`config.mk`:
```
export PLATFORM = sky130hd
export DESIGN_NAME = wrapper
export DESIGN_NICKNAME = d
export VERILOG_FILES = /design/src/rtl/wrapper.sv
export SDC_FILE = /design/constraint.sdc
export NUM_CORES = 1
export LEC_CHECK = 0
export CAP_MARGIN = 20
export CORE_MARGIN = 2
export CORE_UTILIZATION = 46
export CTS_CLUSTER_SIZE = 12
export DETAILED_ROUTE_END_ITERATION = 10
export GPL_TIMING_DRIVEN = 0
export PLACE_DENSITY_LB_ADDON = 0.1
export SYNTH_ARGS = -nofsm -noshare
export SYNTH_HDL_FRONTEND = slang
export SYNTH_SLANG_ARGS = --single-unit
```
`constraint.sdc`:
```
create_clock -name CLK -period 2.1 [get_ports CLK]
set_input_delay 0.42 -clock CLK [delete_from_list [all_inputs] [get_ports CLK]]
set_output_delay 0.42 -clock CLK [all_outputs]
set_load 0.005 [all_outputs]
```
`src/rtl/wrapper.sv`:
```
// DIP-to-LED bring-up wrapper: fixed load/store loop sequencer plus OLED, accelerometer and UART echo.
// Define WRAPPER_UART_ECHO_EN to build the UART echo channel; otherwise the UART outputs are tied to 0.
module wrapper #(
    parameter int N_LEDs_OUT  = 8,
    parameter int N_DIPs      = 16,
    parameter int N_PBs       = 3,
    parameter int LOOP_CYCLES = 32,
    parameter int STORE_STEP  = 16
) (
    input  logic [N_DIPs-1:0]     DIP,
    input  logic [N_PBs-1:0]      PB,
    output logic [N_LEDs_OUT-1:0] LED_OUT,
    output logic [6:0]            LED_PC,
    output logic [31:0]           SEVENSEGHEX,
    output logic [7:0]            UART_TX,
    input  logic                  UART_TX_ready,
    output logic                  UART_TX_valid,
    input  logic [7:0]            UART_RX,
    input  logic                  UART_RX_valid,
    output logic                  UART_RX_ack,
    output logic                  OLED_Write,
    output logic [6:0]            OLED_Col,
    output logic [5:0]            OLED_Row,
    output logic [23:0]           OLED_Data,
    input  logic [31:0]           ACCEL_Data,
    output logic                  ACCEL_DReady,
    input  logic                  RESET,
    input  logic                  CLK
);

    localparam int SW = $clog2(LOOP_CYCLES);
    localparam logic [SW-1:0] LAST_STEP = SW'(LOOP_CYCLES - 1);
    localparam logic [SW-1:0] STORE_AT  = SW'(STORE_STEP);

    logic [SW-1:0]     step;
    logic [N_DIPs-1:0] dip_reg;
    logic [31:0]       accel_reg;
    logic [6:0]        iter;
    logic [15:0]       dip16;
    logic              run;
    logic              at_load;
    logic              at_store;

    assign run      = ~PB[0];
    assign at_load  = run && (step == '0);
    assign at_store = run && (step == STORE_AT);
    assign dip16    = 16'(dip_reg);
    assign LED_PC   = 7'(step);

    always_ff @(posedge CLK or negedge RESET) begin
        if (!RESET) begin
            step         <= '0;
            dip_reg      <= '0;
            accel_reg    <= '0;
            iter         <= '0;
            LED_OUT      <= '0;
            SEVENSEGHEX  <= '0;
            OLED_Write   <= 1'b0;
            OLED_Col     <= '0;
            OLED_Row     <= '0;
            OLED_Data    <= '0;
            ACCEL_DReady <= 1'b0;
        end else begin
            ACCEL_DReady <= at_load;
            OLED_Write   <= at_store;
            if (run) begin
                step <= (step == LAST_STEP) ? '0 : step + SW'(1);
            end
            if (at_load) begin
                dip_reg   <= DIP;
                accel_reg <= ACCEL_Data;
            end
            // Store sees dip_reg from this loop's load; DIP itself is never read here.
            if (at_store) begin
                LED_OUT     <= dip_reg[N_LEDs_OUT-1:0];
                SEVENSEGHEX <= PB[1] ? accel_reg : 32'(dip_reg);
                OLED_Row    <= dip16[13:8];
                OLED_Col    <= iter;
                OLED_Data   <= {dip16[7:0], dip16[15:8], 8'h00};
                iter        <= (iter == 7'd95) ? '0 : iter + 7'd1;
            end
        end
    end

`ifdef WRAPPER_UART_ECHO_EN
    typedef enum logic {
        UART_IDLE,
        UART_SEND
    } uart_state_t;

    uart_state_t uart_state;

    // One-deep echo buffer: accepting a byte blocks further acks until it has been sent.
    always_ff @(posedge CLK or negedge RESET) begin
        if (!RESET) begin
            uart_state    <= UART_IDLE;
            UART_TX       <= '0;
            UART_TX_valid <= 1'b0;
            UART_RX_ack   <= 1'b0;
        end else begin
            UART_RX_ack <= 1'b0;
            case (uart_state)
                UART_IDLE: begin
                    if (UART_RX_valid) begin
                        UART_RX_ack   <= 1'b1;
                        UART_TX       <= UART_RX;
                        UART_TX_valid <= 1'b1;
                        uart_state    <= UART_SEND;
                    end
                end
                UART_SEND: begin
                    if (UART_TX_ready) begin
                        UART_TX_valid <= 1'b0;
                        uart_state    <= UART_IDLE;
                    end
                end
            endcase
        end
    end

    logic unused_inputs;
    assign unused_inputs = ^PB;
`else
    assign UART_TX       = '0;
    assign UART_TX_valid = 1'b0;
    assign UART_RX_ack   = 1'b0;

    logic unused_inputs;
    assign unused_inputs = ^{PB, UART_TX_ready, UART_RX, UART_RX_valid};
`endif

endmodule

```
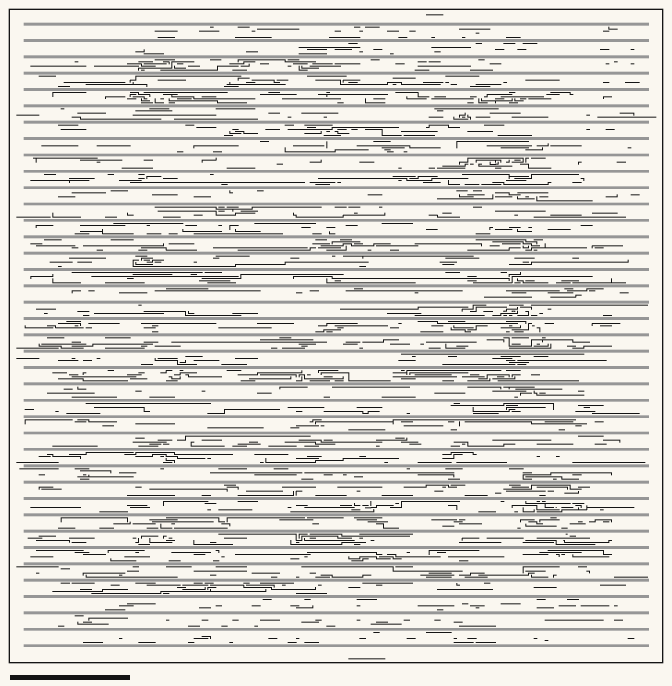
Run 1: signal wires on met1
Scale bar: 20 um. Supply wires on this layer in gray.
nets with wire on the layer	521
longest straight run	30.4 um
share of all routed wire	41%
wire length on this layer	4740 um

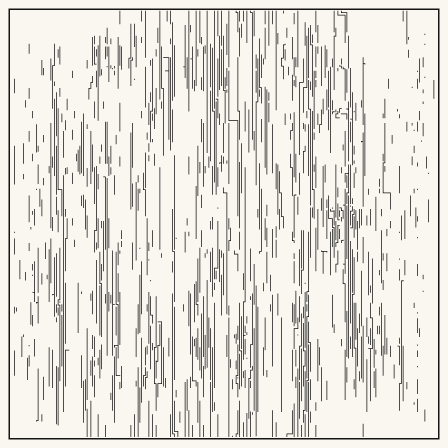
Run 1: signal wires on met2
wire length on this layer	5800 um
nets with wire on the layer	539
main direction	vertical
longest straight run	59.8 um

==> results.txt, run 1 <==
impl run done, here's what came out: number of cells on the worst hold path=3, cell chosen for the clock root=sky130_fd_sc_hd__clkbuf_8, Worst Clk Skew=roughly 0.0053 ns, largest power group=sequential cells, worst-case hold path end point=SEVENSEGHEX[0], kind of end point of the critical path=register, worst path required time=2.50 ns, aoi share=just over 8%, number of buffers added for setup after CTS=3, total sequential power=around 3100 uW, worst-skew pair later-pin latency=roughly 0.51 ns, power share of the sequential group=between 40 and 50%, Critical Path Source Type=register, area share of the largest cell type after synthesis=58.4%, cell internal power dissipation=between 5000 and 6000 uW, Max-area cell class=registers, CTS hold repair buffers=1, post-route worst setup slack=roughly 0.011 ns, Wirelength per Cell=16.1 um, Syn. warnings=0, total of endpoints with negative setup slack in the final report=0, DIE AREA=between 10000 and 15000 um^2, measured slew at the worst slew-check pin=about 0.85 ns, GR Overflow Total=0, CP Cell Sequence=inv_1 > ha_1 > or4b_4 > nor4_1 > mux2_2, area figure in the yosys stat output=approximately 5000 um^2, post-route non-filler standard cell count=715, clock period minus worst slack=about 2.1 ns, number of max-capacitance violations reported=0, list of most frequent post-synthesis cells=sky130_fd_sc_hd__dfrtp_1, sky130_fd_sc_hd__o21ai_0, sky130_fd_sc_hd__mux2_2, die height=around 110 um, Synth Register Bits=about 120, pwr/cell area=1020 nW/um^2, Clock Sink Count=117, r2r endpoint=iter[5], buffer depth of the longest clock path=2, net total in the final layout=about 630, relative area change from synthesis to final layout=42.1%, number of signal-net inverters in the final layout=6, Layout clock buffers=21, yosys xor share=0.349%, total clock network power=~2600 uW, number of antenna repair diodes=0, critical path type=reg2reg, reg2reg start=step[1], Remaining DRCs=0, clock network area share=roughly 7.5%, Avg Vias per Cell=4.95, post-synthesis instance area=about 5000 um^2, number of different library cells in the post-synthesis netlist=35, Critical Path End=iter[5], total negative setup slack=0 ns, share of final layout cell area taken by non-clock buffers=around a quarter, all-layer global routing usage=20.9%, Port Buffers=between 100 and 150, maximum cell stage delay along the critical path=about 0.52 ns, routability congestion estimate from global placement=0.823, total net switching power=1930 uW, sum of buffers and inverters on the critical path=1, drt first pass iters=4, routed length on met3=between 800 and 900 um, number of global-route vias before repair=about 3600, global-route track usage on met2=between 30% and 40%, logic share of the area=between 20% and 30%, CTS tree=built, Worst path depth=5, outcome=finished clean, slowest stage cell on the critical path=sky130_fd_sc_hd__or4b_4, wire length of the first global-routing pass=between 15 and 20 mm, minimum setup slack among reg-to-reg paths=0.01 ns, area used by multi-input combinational logic=~1800 um^2, Fmax=between 0.4 and 0.5 GHz, dominant register cell in the synthesized netlist=sky130_fd_sc_hd__dfrtp_1, multi-input gate count=between 200 and 250, I/O pin count=between 150 and 200, Placed Instance Area=roughly 6600 um^2, unrepaired setup endpoints after global routing=true, detailed placement HPWL=between 7 and 8 mm, total power after layout=7290 uW, synthesized-area fraction occupied by and/or/nand/nor cells=between 4 and 5%, async set-or-reset flop fraction in the synthesized netlist=100%, worst slew slack as a fraction of its limit=43.6%, busiest grt layer=met2, count of instantiated cells in the yosys netlist=396, most frequent standard cell in the layout excluding fill and tap cells=sky130_fd_sc_hd__clkdlybuf4s50_1, met3 track utilization from global routing=under 10%, top layer reached by signal wires=met4, Crit path max-delay family=simple AND/OR/NAND/NOR gates, Register-to-Register Path Depth=5, met2 wire len=5.80 mm, Clk network pwr share=~36%, maximum number of pins on one net before global-route repair=63, initial standard-cell utilization of the core=between 40% and 50%, violation count after the first detailed-routing iteration=155, Well Taps=approximately 140, stage-log warning count=39, sequential fraction of total cell area=about two fifths, post_cts resized=4, total combinational power=about 1600 uW, number of max-slew violations in the final report=0, met1 Resource Use GR=about a quarter, combinational power share=a little over a fifth, worst setup path startpoint=step[1], final-report hold violation count=0, final core occ=about two thirds, main combinational cell family by area after synthesis=multiplexers, Placed Instances=682, Worst-path clk slew=around 0.060 ns
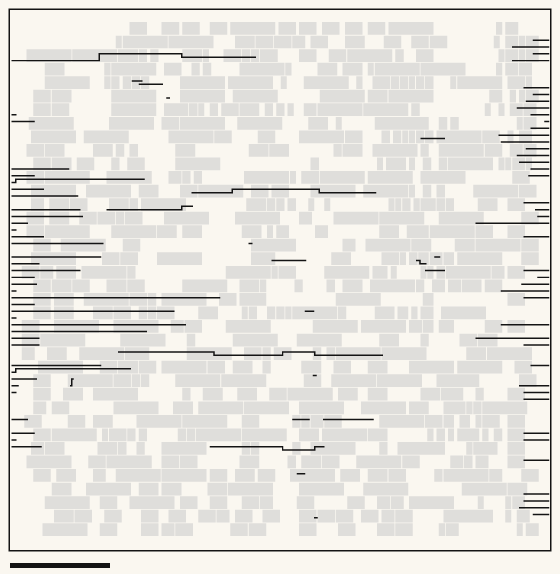
Run 1: signal wires on met3
Scale bar: 20 um. Cells faint in the background.
wire length on this layer	838 um
longest straight run	41.6 um
nets with wire on the layer	89
share of all routed wire	7.3%
main direction	horizontal

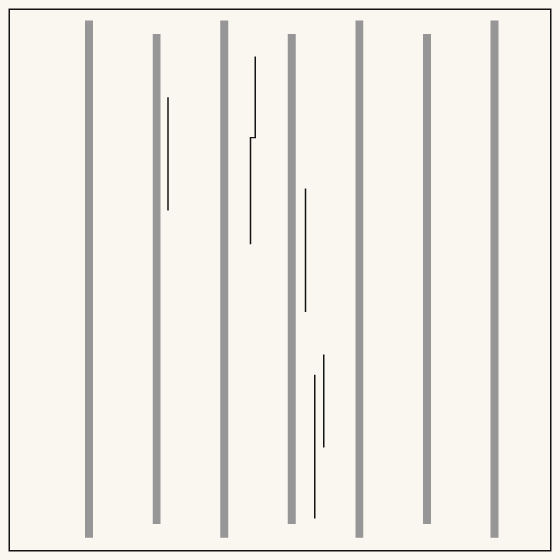
Run 1: met4 routing
Supply wires on this layer in gray.
nets with wire on the layer	3
main direction	vertical
wire length on this layer	132 um
routed wire length: 11.5 mm
total number of vias: 3536

## Run 2: what changed since run 1
--- a/config.mk
+++ b/config.mk
@@ -7,7 +7,7 @@
 export LEC_CHECK = 0
 export CAP_MARGIN = 20
 export CORE_MARGIN = 2
-export CORE_UTILIZATION = 46
+export CORE_UTILIZATION = 42
 export CTS_CLUSTER_SIZE = 12
 export DETAILED_ROUTE_END_ITERATION = 10
 export GPL_TIMING_DRIVEN = 0
==> constraint.sdc (replaced) <==
create_clock -name CLK -period 1.8 [get_ports CLK]
set_input_delay 0.36 -clock CLK [delete_from_list [all_inputs] [get_ports CLK]]
set_output_delay 0.36 -clock CLK [all_outputs]
set_load 0.005 [all_outputs]
==> results.txt, run 2 <==
impl run done, here's what came out: I/O pin count=159 (unchanged), r2r endpoint=accel_reg[19] (was iter[5]), CTS hold repair buffers=1 (unchanged), busiest grt layer=met2 (unchanged), global-route track usage on met2=31.9% (was 34.7%), maximum cell stage delay along the critical path=0.51 ns (was 0.52 ns), clock period minus worst slack=2.04 ns (was 2.09 ns), area used by multi-input combinational logic=1900 um^2 (was 1770 um^2), kind of end point of the critical path=register (unchanged), post-synthesis instance area=5020 um^2 (unchanged), post-route worst setup slack=-0.237 ns (was 0.0109 ns), aoi share=8.06% (unchanged), critical path type=reg2reg (unchanged), number of signal-net inverters in the final layout=6 (unchanged), largest power group=sequential cells (unchanged), worst slew slack as a fraction of its limit=44.4% (was 43.6%), sequential fraction of total cell area=38.7% (was 41.1%), worst-skew pair later-pin latency=0.42 ns (was 0.51 ns), main combinational cell family by area after synthesis=multiplexers (unchanged), CTS tree=built (unchanged), Worst-path clk slew=0.05 ns (was 0.06 ns), Critical Path Source Type=register (unchanged), Port Buffers=126 (unchanged), slowest stage cell on the critical path=sky130_fd_sc_hd__or4b_4 (unchanged), Clock Sink Count=117 (unchanged), stage-log warning count=41 (was 39), total combinational power=2160 uW (was 1590 uW), cell internal power dissipation=6640 uW (was 5370 uW), outcome=finished with violations (was finished clean), list of most frequent post-synthesis cells=sky130_fd_sc_hd__dfrtp_1, sky130_fd_sc_hd__o21ai_0, sky130_fd_sc_hd__mux2_2 (unchanged), drt first pass iters=5 (was 4), Crit path max-delay family=simple AND/OR/NAND/NOR gates (unchanged), worst setup path startpoint=step[1] (unchanged), dominant register cell in the synthesized netlist=sky130_fd_sc_hd__dfrtp_1 (unchanged), unrepaired setup endpoints after global routing=true (unchanged), combinational power share=24.2% (was 21.8%), Placed Instance Area=6560 um^2 (was 6550 um^2), die height=113 um (was 108 um), Synth Register Bits=117 (unchanged), number of buffers added for setup after CTS=11 (was 3), Well Taps=143 (was 140), Max-area cell class=registers (unchanged), met2 wire len=6.06 mm (was 5.80 mm), violations in the final reports=negative setup slack, Fmax=0.491 GHz (was 0.479 GHz), Wirelength per Cell=16.8 um (was 16.1 um), synthesized-area fraction occupied by and/or/nand/nor cells=4.42% (unchanged), worst path required time=2.10 ns (was 2.50 ns), DIE AREA=12800 um^2 (was 11800 um^2), measured slew at the worst slew-check pin=0.835 ns (was 0.846 ns), total of endpoints with negative setup slack in the final report=79 (was 0), CP Cell Sequence=inv_1 > ha_2 > or4b_4 > nor2_4 > buf_4 > mux2_2 (was inv_1 > ha_1 > or4b_4 > nor4_1 > mux2_2), area figure in the yosys stat output=5020 um^2 (unchanged), multi-input gate count=235 (unchanged), Critical Path End=accel_reg[19] (was iter[5]), count of instantiated cells in the yosys netlist=396 (unchanged), final core occ=65.8% (was 66.3%), detailed placement HPWL=8.00 mm (was 7.77 mm), GR Overflow Total=0 (unchanged), sum of buffers and inverters on the critical path=2 (was 1), Register-to-Register Path Depth=6 (was 5), final-report hold violation count=0 (unchanged), relative area change from synthesis to final layout=51.1% (was 42.1%), Syn. warnings=0 (unchanged), all-layer global routing usage=19.6% (was 20.9%), total power after layout=8950 uW (was 7290 uW), number of antenna repair diodes=0 (unchanged), area share of the largest cell type after synthesis=58.4% (unchanged), total sequential power=3630 uW (was 3120 uW), cell chosen for the clock root=sky130_fd_sc_hd__clkbuf_16 (was sky130_fd_sc_hd__clkbuf_8), number of max-capacitance violations reported=0 (unchanged), total net switching power=2310 uW (was 1930 uW), maximum number of pins on one net before global-route repair=64 (was 63), met1 Resource Use GR=23.8% (was 24.8%), number of cells on the worst hold path=3 (unchanged), total clock network power=3160 uW (was 2590 uW), total negative setup slack=-11.30 ns (was 0 ns), number of max-slew violations in the final report=0 (unchanged), minimum setup slack among reg-to-reg paths=-0.24 ns (was 0.01 ns), Clk network pwr share=35.3% (was 35.5%), wire length of the first global-routing pass=19.1 mm (was 18.3 mm), routability congestion estimate from global placement=0.817 (was 0.823), number of different library cells in the post-synthesis netlist=35 (unchanged), number of global-route vias before repair=3668 (was 3628), share of final layout cell area taken by non-clock buffers=26.2% (was 23.8%), reg2reg start=step[1] (unchanged), Layout clock buffers=26 (was 21)
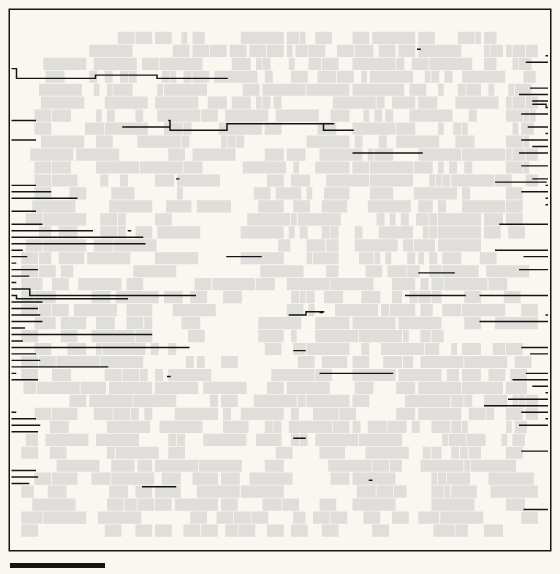
Run 2: signal wires on met3
Scale bar: 20 um. Cells faint in the background.
wire length on this layer	735 um
share of all routed wire	6.0%
met3 track utilization from global routing: 6.59%
routed wire length: 12.3 mm
total number of vias: 3594

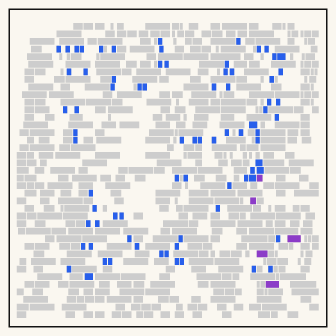
Run 2: selected gate families
family	color	cells
and/or cells	purple	5
aoi and oai cells	blue	77
most frequent standard cell in the layout excluding fill and tap cells: sky130_fd_sc_hd__clkdlybuf4s50_1
logic share of the area: 25.1%
post-route non-filler standard cell count: 733

Power and IR drop assume default switching activity.
